`src/rtl/uart_pkg.sv`:
```
// Shared types and constants for the UART receive path.
// Optional parity support is selected in the top with UART_RX_PARITY_EN.
package uart_pkg;

    typedef enum logic [2:0] {
        S_IDLE,
        S_START,
        S_DATA,
        S_PARITY,
        S_STOP,
        S_BREAK
    } rx_state_t;

    localparam int          OS_RATE        = 16;
    localparam logic [3:0]  SMP_LO         = 4'd7;
    localparam logic [3:0]  SMP_MID        = 4'd8;
    localparam logic [3:0]  SMP_HI         = 4'd9;
    localparam logic [3:0]  OS_LAST        = 4'(OS_RATE - 1);
    localparam int          MAX_DATA_WIDTH = 9;

    // One received word with its line-error flags; data is right-aligned.
    typedef struct packed {
        logic                      parity_err;
        logic                      frame_err;
        logic [MAX_DATA_WIDTH-1:0] data;
    } rx_entry_t;

    function automatic logic maj3(input logic a, input logic b, input logic c);
        return (a & b) | (a & c) | (b & c);
    endfunction

endpackage

```
`src/rtl/uart_sync_fifo.sv`:
```
// Synchronous first-word-fall-through FIFO with occupancy count.
// A write while full is accepted only if a read happens in the same cycle.
module uart_sync_fifo #(
    parameter int WIDTH = 8,
    parameter int DEPTH = 16,
    parameter int CW    = $clog2(DEPTH + 1)
) (
    input  logic             clk_i,
    input  logic             rstn_i,
    input  logic             wr_en_i,
    input  logic [WIDTH-1:0] wr_data_i,
    input  logic             rd_en_i,
    output logic [WIDTH-1:0] rd_data_o,
    output logic             valid_o,
    output logic             full_o,
    output logic [CW-1:0]    count_o
);
    localparam int AW = $clog2(DEPTH);

    logic [WIDTH-1:0] mem_q [DEPTH];
    logic [AW-1:0]    wptr_q, rptr_q;
    logic [CW-1:0]    count_q;
    logic             do_rd, do_wr;

    assign valid_o   = (count_q != '0);
    assign full_o    = (count_q == CW'(DEPTH));
    assign count_o   = count_q;
    assign do_rd     = rd_en_i && valid_o;
    assign do_wr     = wr_en_i && (!full_o || do_rd);
    // Empty FIFO presents zero so the head is never undefined.
    assign rd_data_o = valid_o ? mem_q[rptr_q] : '0;

    // Storage array, written on accepted pushes only.
    always_ff @(posedge clk_i) begin
        if (do_wr) mem_q[wptr_q] <= wr_data_i;
    end

    // Pointers and count; pointers wrap naturally since DEPTH is a power of two.
    always_ff @(posedge clk_i or negedge rstn_i) begin
        if (!rstn_i) begin
            wptr_q  <= '0;
            rptr_q  <= '0;
            count_q <= '0;
        end else begin
            if (do_wr) wptr_q <= wptr_q + AW'(1);
            if (do_rd) rptr_q <= rptr_q + AW'(1);
            case ({do_wr, do_rd})
                2'b10:   count_q <= count_q + CW'(1);
                2'b01:   count_q <= count_q - CW'(1);
                default: count_q <= count_q;
            endcase
        end
    end

endmodule

```
`src/rtl/uart_rx_fifo.sv`:
```
// 16x oversampling UART receiver feeding a FWFT receive FIFO.
// Define UART_RX_PARITY_EN to add a parity bit, parity_odd input and parity checking.
module uart_rx_fifo
    import uart_pkg::*;
#(
    parameter int DATA_WIDTH = 8,
    parameter int FIFO_DEPTH = 16,
    parameter int DIV_WIDTH  = 16
) (
    input  logic                               clk,
    input  logic                               rstn,
    input  logic                               rxd,
    input  logic [DIV_WIDTH-1:0]               div,
`ifdef UART_RX_PARITY_EN
    input  logic                               parity_odd,
`endif
    output logic [DATA_WIDTH-1:0]              rd_data,
    output logic                               rd_frame_err,
    output logic                               rd_parity_err,
    output logic                               rd_valid,
    input  logic                               rd_ready,
    output logic                               overflow,
    input  logic                               clr_overflow,
    output logic [$clog2(FIFO_DEPTH+1)-1:0]    fifo_count,
    output logic                               busy
);
    localparam int CW = $clog2(FIFO_DEPTH + 1);
    localparam int BW = $clog2(DATA_WIDTH);
    localparam logic [BW-1:0] LAST_BIT = BW'(DATA_WIDTH - 1);

    logic [1:0]            sync_q;
    logic                  rxd_s;
    rx_state_t             state_q;
    logic [DIV_WIDTH-1:0]  div_q, tcnt_q, div_eff;
    logic [3:0]            os_q;
    logic [1:0]            samp_q;
    logic [DATA_WIDTH-1:0] data_q;
    logic [BW-1:0]         bit_q;
    logic                  par_err_q, push_q, overflow_q;
    rx_entry_t             push_entry_q, head;
    logic                  tick, dec, bit_end, bit_val, pop, full;
    logic                  unused_head;

    assign rxd_s   = sync_q[1];
    assign div_eff = (div == '0) ? DIV_WIDTH'(1) : div;
    assign tick    = (tcnt_q == div_q - DIV_WIDTH'(1));
    assign dec     = tick && (os_q == SMP_HI);
    assign bit_end = tick && (os_q == OS_LAST);
    assign bit_val = maj3(samp_q[0], samp_q[1], rxd_s);
    assign pop     = rd_valid && rd_ready;
    assign busy    = (state_q != S_IDLE);

    // Two-flop synchroniser; idles high so reset does not look like a start bit.
    always_ff @(posedge clk or negedge rstn) begin
        if (!rstn) sync_q <= 2'b11;
        else       sync_q <= {sync_q[0], rxd};
    end

    // Tick generator, oversample counter, majority samples and the receive FSM.
    always_ff @(posedge clk or negedge rstn) begin
        if (!rstn) begin
            state_q      <= S_IDLE;
            div_q        <= DIV_WIDTH'(1);
            tcnt_q       <= '0;
            os_q         <= '0;
            samp_q       <= '0;
            data_q       <= '0;
            bit_q        <= '0;
            par_err_q    <= 1'b0;
            push_q       <= 1'b0;
            push_entry_q <= '0;
        end else begin
            push_q <= 1'b0;
            tcnt_q <= tick ? '0 : tcnt_q + DIV_WIDTH'(1);
            if (tick)                      os_q      <= os_q + 4'd1;
            if (tick && os_q == SMP_LO)    samp_q[0] <= rxd_s;
            if (tick && os_q == SMP_MID)   samp_q[1] <= rxd_s;
            case (state_q)
                S_IDLE: if (!rxd_s) begin
                    // Latch the divisor and realign the bit clock to the falling edge.
                    state_q   <= S_START;
                    div_q     <= div_eff;
                    tcnt_q    <= '0;
                    os_q      <= '0;
                    bit_q     <= '0;
                    par_err_q <= 1'b0;
                end
                S_START: begin
                    if (dec && bit_val) state_q <= S_IDLE;
                    else if (bit_end)   state_q <= S_DATA;
                end
                S_DATA: begin
                    if (dec) data_q <= {bit_val, data_q[DATA_WIDTH-1:1]};
                    if (bit_end) begin
                        if (bit_q == LAST_BIT) begin
`ifdef UART_RX_PARITY_EN
                            state_q <= S_PARITY;
`else
                            state_q <= S_STOP;
`endif
                        end else begin
                            bit_q <= bit_q + BW'(1);
                        end
                    end
                end
`ifdef UART_RX_PARITY_EN
                S_PARITY: begin
                    if (dec)     par_err_q <= bit_val ^ (^data_q) ^ parity_odd;
                    if (bit_end) state_q   <= S_STOP;
                end
`endif
                S_STOP: if (dec) begin
                    // Leave at mid stop bit so a back-to-back start edge is caught.
                    push_q       <= 1'b1;
                    push_entry_q <= '{parity_err: par_err_q,
                                      frame_err:  !bit_val,
                                      data:       MAX_DATA_WIDTH'(data_q)};
                    state_q      <= bit_val ? S_IDLE : S_BREAK;
                end
                S_BREAK: if (rxd_s) state_q <= S_IDLE;
                default: state_q <= S_IDLE;
            endcase
        end
    end

    // Sticky overflow on a dropped word; a set in the same cycle beats a clear.
    always_ff @(posedge clk or negedge rstn) begin
        if (!rstn)                       overflow_q <= 1'b0;
        else if (push_q && full && !pop) overflow_q <= 1'b1;
        else if (clr_overflow)           overflow_q <= 1'b0;
    end

    uart_sync_fifo #(
        .WIDTH ($bits(rx_entry_t)),
        .DEPTH (FIFO_DEPTH),
        .CW    (CW)
    ) u_fifo (
        .clk_i     (clk),
        .rstn_i    (rstn),
        .wr_en_i   (push_q),
        .wr_data_i (push_entry_q),
        .rd_en_i   (rd_ready),
        .rd_data_o (head),
        .valid_o   (rd_valid),
        .full_o    (full),
        .count_o   (fifo_count)
    );

    assign rd_data       = head.data[DATA_WIDTH-1:0];
    assign rd_frame_err  = head.frame_err;
`ifdef UART_RX_PARITY_EN
    assign rd_parity_err = head.parity_err;
`else
    assign rd_parity_err = 1'b0;
`endif
    assign overflow      = overflow_q;
    assign unused_head   = ^{head.data, head.parity_err};

endmodule
```
`config.mk`:
```
export PLATFORM = sky130hd
export DESIGN_NAME = uart_rx_fifo
export DESIGN_NICKNAME = d
export VERILOG_FILES = /design/src/rtl/uart_pkg.sv /design/src/rtl/uart_sync_fifo.sv /design/src/rtl/uart_rx_fifo.sv
export SDC_FILE = /design/constraint.sdc
export NUM_CORES = 1
export LEC_CHECK = 0
export ABC_CLOCK_PERIOD_IN_PS = 3900
export CAP_MARGIN = 25
export CORE_MARGIN = 5
export CORE_UTILIZATION = 30
export CTS_CLUSTER_DIAMETER = 50
export DETAILED_ROUTE_END_ITERATION = 10
export PLACE_DENSITY = 0.48
export SYNTH_ARGS = -nofsm -noshare
export SYNTH_HDL_FRONTEND = slang
export SYNTH_SLANG_ARGS = --single-unit
```
`constraint.sdc`:
```
create_clock -name clk -period 3.9 [get_ports clk]
set_input_delay 0.78 -clock clk [delete_from_list [all_inputs] [get_ports clk]]
set_output_delay 0.78 -clock clk [all_outputs]
set_load 0.05 [all_outputs]
```
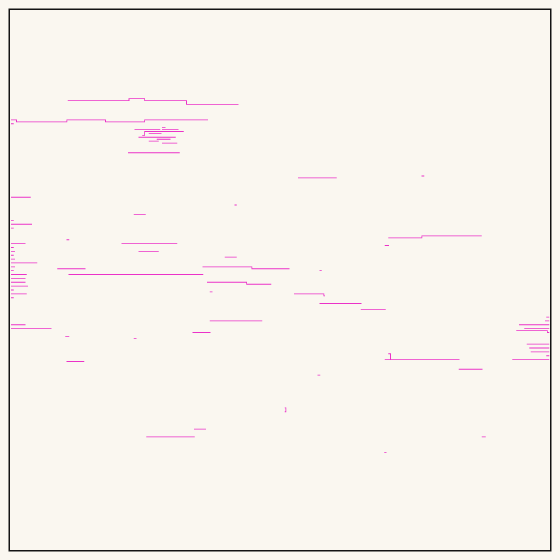
(images/m3.png)
- share of all routed wire: 3.4%
- wire length on this layer: 684 µm
- nets with wire on the layer: 51
- main direction: horizontal
met3 capacity usage during global routing: 2.06%
Via Count: 5266
total wirelength of the detailed-routed design: 20000 µm

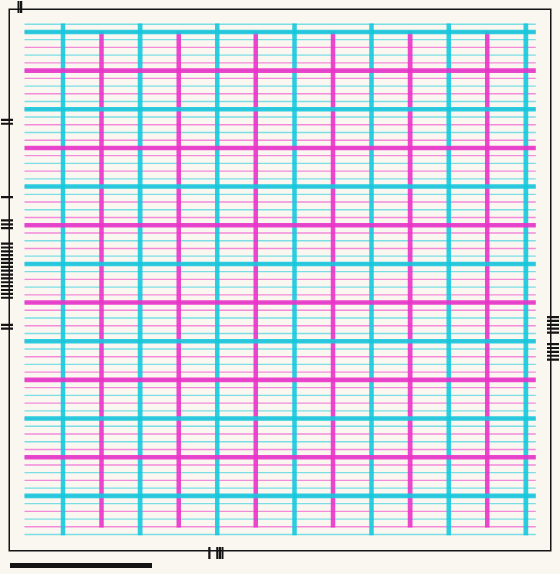
(images/floorplan.png)
Bar = 50 µm. Pins as bars on the die edge.
- VSS: cyan
- VDD: magenta
- met4 straps: 13
- signal pins: 39
- met1 rails: 67
- rows: 66
- met5 straps: 13
placeable core region: 32300 µm²
die boundary height: 190 µm
x dimension of the die: 190 µm

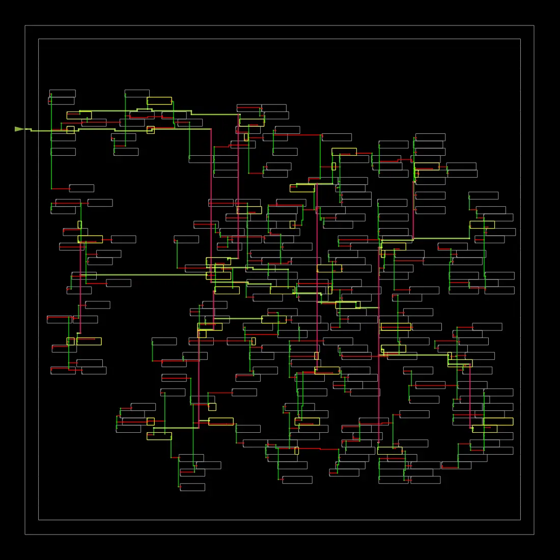
(images/clock_nets.png)
clock distribution power: 0.00232 W
number of clock buffers in the layout: 31

==> Flow_metrics.wiki <==
=== Physical design figures ===
{| class="wikitable"
! Metric !! Value
|-
| Status || completed
|-
| Clock tree root buffer cell || clkbuf_16
|-
| Post-Synth XOR/XNOR Area || 3.97%
|-
| Cell type with the highest aggregate area in the netlist || edfxtp_1
|-
| Top-area cell share || 44.5%
|-
| Critical Path End Type || output pin
|-
| Final critical path time including I/O delays and setup || 3.62 ns
|-
| Final weighted congestion of routability-driven global placement || 0.775
|-
| Proportion of synthesized flip-flops having asynchronous set or reset || 35.1%
|-
| Worst setup path endpoint || rd_data[6]
|-
| Synthesized area per cell || 15.6 µm²
|-
| Post-Synth Simple-Gate Area || around 9%
|-
| Power per Cell Area || 524 nW/µm²
|-
| Worst setup path category || flip-flop to output pin
|-
| Largest stage delay on the critical path || 0.62 ns
|-
| Largest fanout on the critical path || 25
|-
| Top logic family || multiplexers
|-
| Proportion of synthesized area in mux cells || 14.8%
|-
| DRC || 0
|-
| Count of clock tree sinks || 222
|-
| Static Leakage || 4.45 nW
|-
| Data arrival at the endpoint of the critical path || 2.84 ns
|-
| Netlist Area Pre-Place || slightly below 10000 µm²
|-
| Final setup vio count || 0
|-
| Launch point of the worst path || u_fifo.rptr_q[0]$_DFFE_PN0P_
|-
| Crit Reg-Reg Startpoint || div_q[8]$_DFFE_PN0P_
|-
| Compound Share, Synth || 3.21%
|-
| IR drop worst, VDD || 0.284 mV
|-
| Class of the most critical hold timing path || input port to asynchronous set/reset pin
|-
| Post-DRT Antenna Nets || 0
|-
| OpenROAD warning count || 31
|-
| Post-synth area from yosys stat || slightly below 10000 µm²
|-
| CP max stage cell || dfrtp_4
|-
| Clock latency at the later pin of the worst-skew pair || 0.51 ns
|-
| Number of vias per cell || between 4 and 5
|-
| EDFF count, synth || approximately 140
|-
| Detailed Routing Iterations Pass 1 || 4
|-
| Buffers & Inverters on Critical Path || 2
|-
| Non-filler cells in the finished layout || 1129
|-
| Fillers || about 3100
|-
| Number of hold buffers added after CTS || 0
|-
| Maximum number of pins on one net before global-route repair || 79
|-
| Overall routing resource usage || 11.2%
|-
| Share of final-layout standard cells stronger than drive strength 1 || about a fifth
|-
| Mapped Cells || 623
|-
| TritonCTS clock tree || yes
|-
| Die ar. || roughly 36000 µm²
|-
| Number of cells in the yosys synthesis report || 623
|-
| Number of top-level pins || 39
|-
| Startpoint type of the worst setup path || flip-flop
|-
| Max-slew violation count || 0
|-
| Required @ worst endpoint || 3.12 ns
|-
| RSZ-0062 raised after global routing || false
|-
| Fraction of the mapped netlist area in adder cells || 2.37%
|-
| Number of buffers created by CTS || 26
|-
| Floorplan Nets || 661
|-
| Area overhead of the layout relative to synthesis || 17.5%
|-
| Initial drt markers || approximately 300
|-
| Path length in cells of the critical path || 5
|-
| Post-CTS clock slew at the launch and capture registers of the worst setup and hold paths || 0.06 ns
|-
| Family of cells with the greatest summed delay on the critical path || multiplexers
|-
| CP Cell Sequence || buf_12, mux4_2, mux4_2, nor2b_1, buf_4
|-
| Worst Max-Slew Pin Slew || 0.749 ns
|-
| Bufs on Longest Clock Path || 3
|-
| Distinct cell type count of the synthesized netlist || 60
|-
| Most used cell, CP || mux4_2
|-
| Registers, synthesis || 222
|-
| Placed instance count || 1081
|-
| Total inserted antenna cells || 0
|-
| Accumulated negative setup slack || 0 ns
|-
| Final-report hold violation count || 0
|-
| Most used DFF post-synth || edfxtp_1
|-
| Layout Nets || ~710
|-
| Number of H-tree levels || 1
|-
| Setup slack of the most critical reg-to-reg path || ~0.38 ns
|-
| Biggest area contributors in the synthesized netlist || edfxtp_1 (45%), dfrtp_1 (19%), mux4_2 (10%), mux2_2 (4.1%), xnor2_1 (2.8%)
|-
| Number of global-route vias before repair || 5732
|-
| Detailed-route wire length per cell || between 15 and 20 µm
|-
| Crit share post-route || 92.8%
|-
| Worst-case headroom to the max-slew limit || 50.0%
|-
| First-pass GRT wire length || roughly 32000 µm
|-
| Cell row count || 66
|-
| Capture instance of the worst register-to-register path || bit_q[1]$_DFFE_PN0P_
|-
| Min Hold Slack || 0.116 ns
|-
| Fmax || 276 MHz
|-
| Count of synthesis-stage warnings from yosys || 0
|-
| Max-cap violations || 0
|-
| GRT overflow || 0
|-
| Port buffer count || 37
|-
| Effective utilization at floorplan || 30.1%
|-
| Number of cells traversed by the worst register-to-register path || 7
|-
| DP Wirelength || ~14000 µm
|-
| Sequential cell area fraction in the yosys report || 64.6%
|-
| Worst Clk Skew || 0.0101 ns
|-
| Antenna violations before repair || 0
|}
flip-flops by register name, summed over array words and instances (netlist names):
register        count
u_fifo.mem_q      144
div_q              16
tcnt_q             16
push_entry_q        9
data_q              8
u_fifo.count_o      5
os_q                4
u_fifo.rptr_q       4
u_fifo.wptr_q       4
bit_q               3
state_q             3
samp_q              2
sync_q              2
overflow            1
push_q              1
cell usage after synthesis, types with 3 or more instances:
cell type and n:
or3_1 5, dfrtp_1 75, ha_1 16, a31oi_1 3
o211ai_1 3, mux2_2 35, a21oi_1 11, nand4_1 6
nor2_1 35, mux2i_1 3, xnor2_1 31, o21ai_0 14
buf_1 4, nand2_1 24, nand2b_1 3, dfstp_2 3
inv_1 19, nor2b_1 15, mux4_2 45, and3_1 6
xor2_1 13, nor4_1 9, nor3_1 10, nand3_1 14
clkbuf_1 17, and2_1 17, edfxtp_1 144
worst register-to-register path: cells and delay by family (launching register included):
kind | cells | cell delay, ns
AND-OR/OR-AND | 2 | 0.64
flip-flops | 1 | 0.45
multiplexers | 1 | 0.38
AND/OR/NAND/NOR | 4 | 1.94
cells in the final DEF (no fill, tap or decap), types with 10 or more instances in the layout:
cell type	n
ha_1	16
nor2_1	34
a21oi_1	11
nand3_1	14
nor3_1	10
mux2_2	35
clkdlybuf4s50_1	27
o21ai_0	14
inv_1	19
dfrtp_1	74
xnor2_1	31
mux4_2	45
nor2b_1	15
clkbuf_16	27
edfxtp_1	144
and2_1	17
nand2_1	24
xor2_1	13
buf_4	14
report_power, final:
part	switching, W	internal (W)	total (W)
Clock	0.000924	0.00139	0.00232
Sequential	0.000208	0.00257	0.00278
Combinational	0.000458	0.000427	0.000886
area by class of cell:
| cell class | count | area [µm²] | area share (%) |
|---|---|---|---|
| Clock buffer | 31 | 691 | 6.05 |
| Clock inverter | 16 | 143 | 1.25 |
| Sequential cell | 222 | 6280 | 55.1 |
| Tap cell | 442 | 553 | 4.85 |
| Timing Repair Buffer | 43 | 423 | 3.71 |
| Inverter | 19 | 71.3 | 0.625 |
| Multi-Input combinational cell | 356 | 3250 | 28.5 |
per-stage QoR:
step | total power, W | cell area (µm²) | utilization (%) | setup WS, ns
final | 0.00598 | 11400 | 35.3 | 0.280
after global routing | 0.00625 | 11400 | 35.3 | 0.122
after CTS | 0.00609 | 11400 | 35.3 | 0.0823
after detailed placement | 0.00374 | 10500 | 32.7 | 0.358
after global placement | 0.00370 | 10500 | 32.7 | 0.465
after floorplan | 0.00343 | 9720 | - | 0.411
timing repair:
| item | 4_1_cts | 5_1_grt |
|---|---|---|
| setup endpoints to repair | 0 | 1 |
| hold endpoints to repair | 0 | 0 |
| buffers inserted | 0 | 0 |
| resized | 0 | 1 |
routing by layer:
| metal | global-route usage, % | routed length, µm |
|---|---|---|
| met5 | 0 | 0 |
| met4 | 2.59 | 426 |
| met3 | 2.06 | 683 |
| met2 | 19.8 | 10100 |
| met1 | 14.4 | 8840 |
Power is estimated from default activity; no workload was simulated.
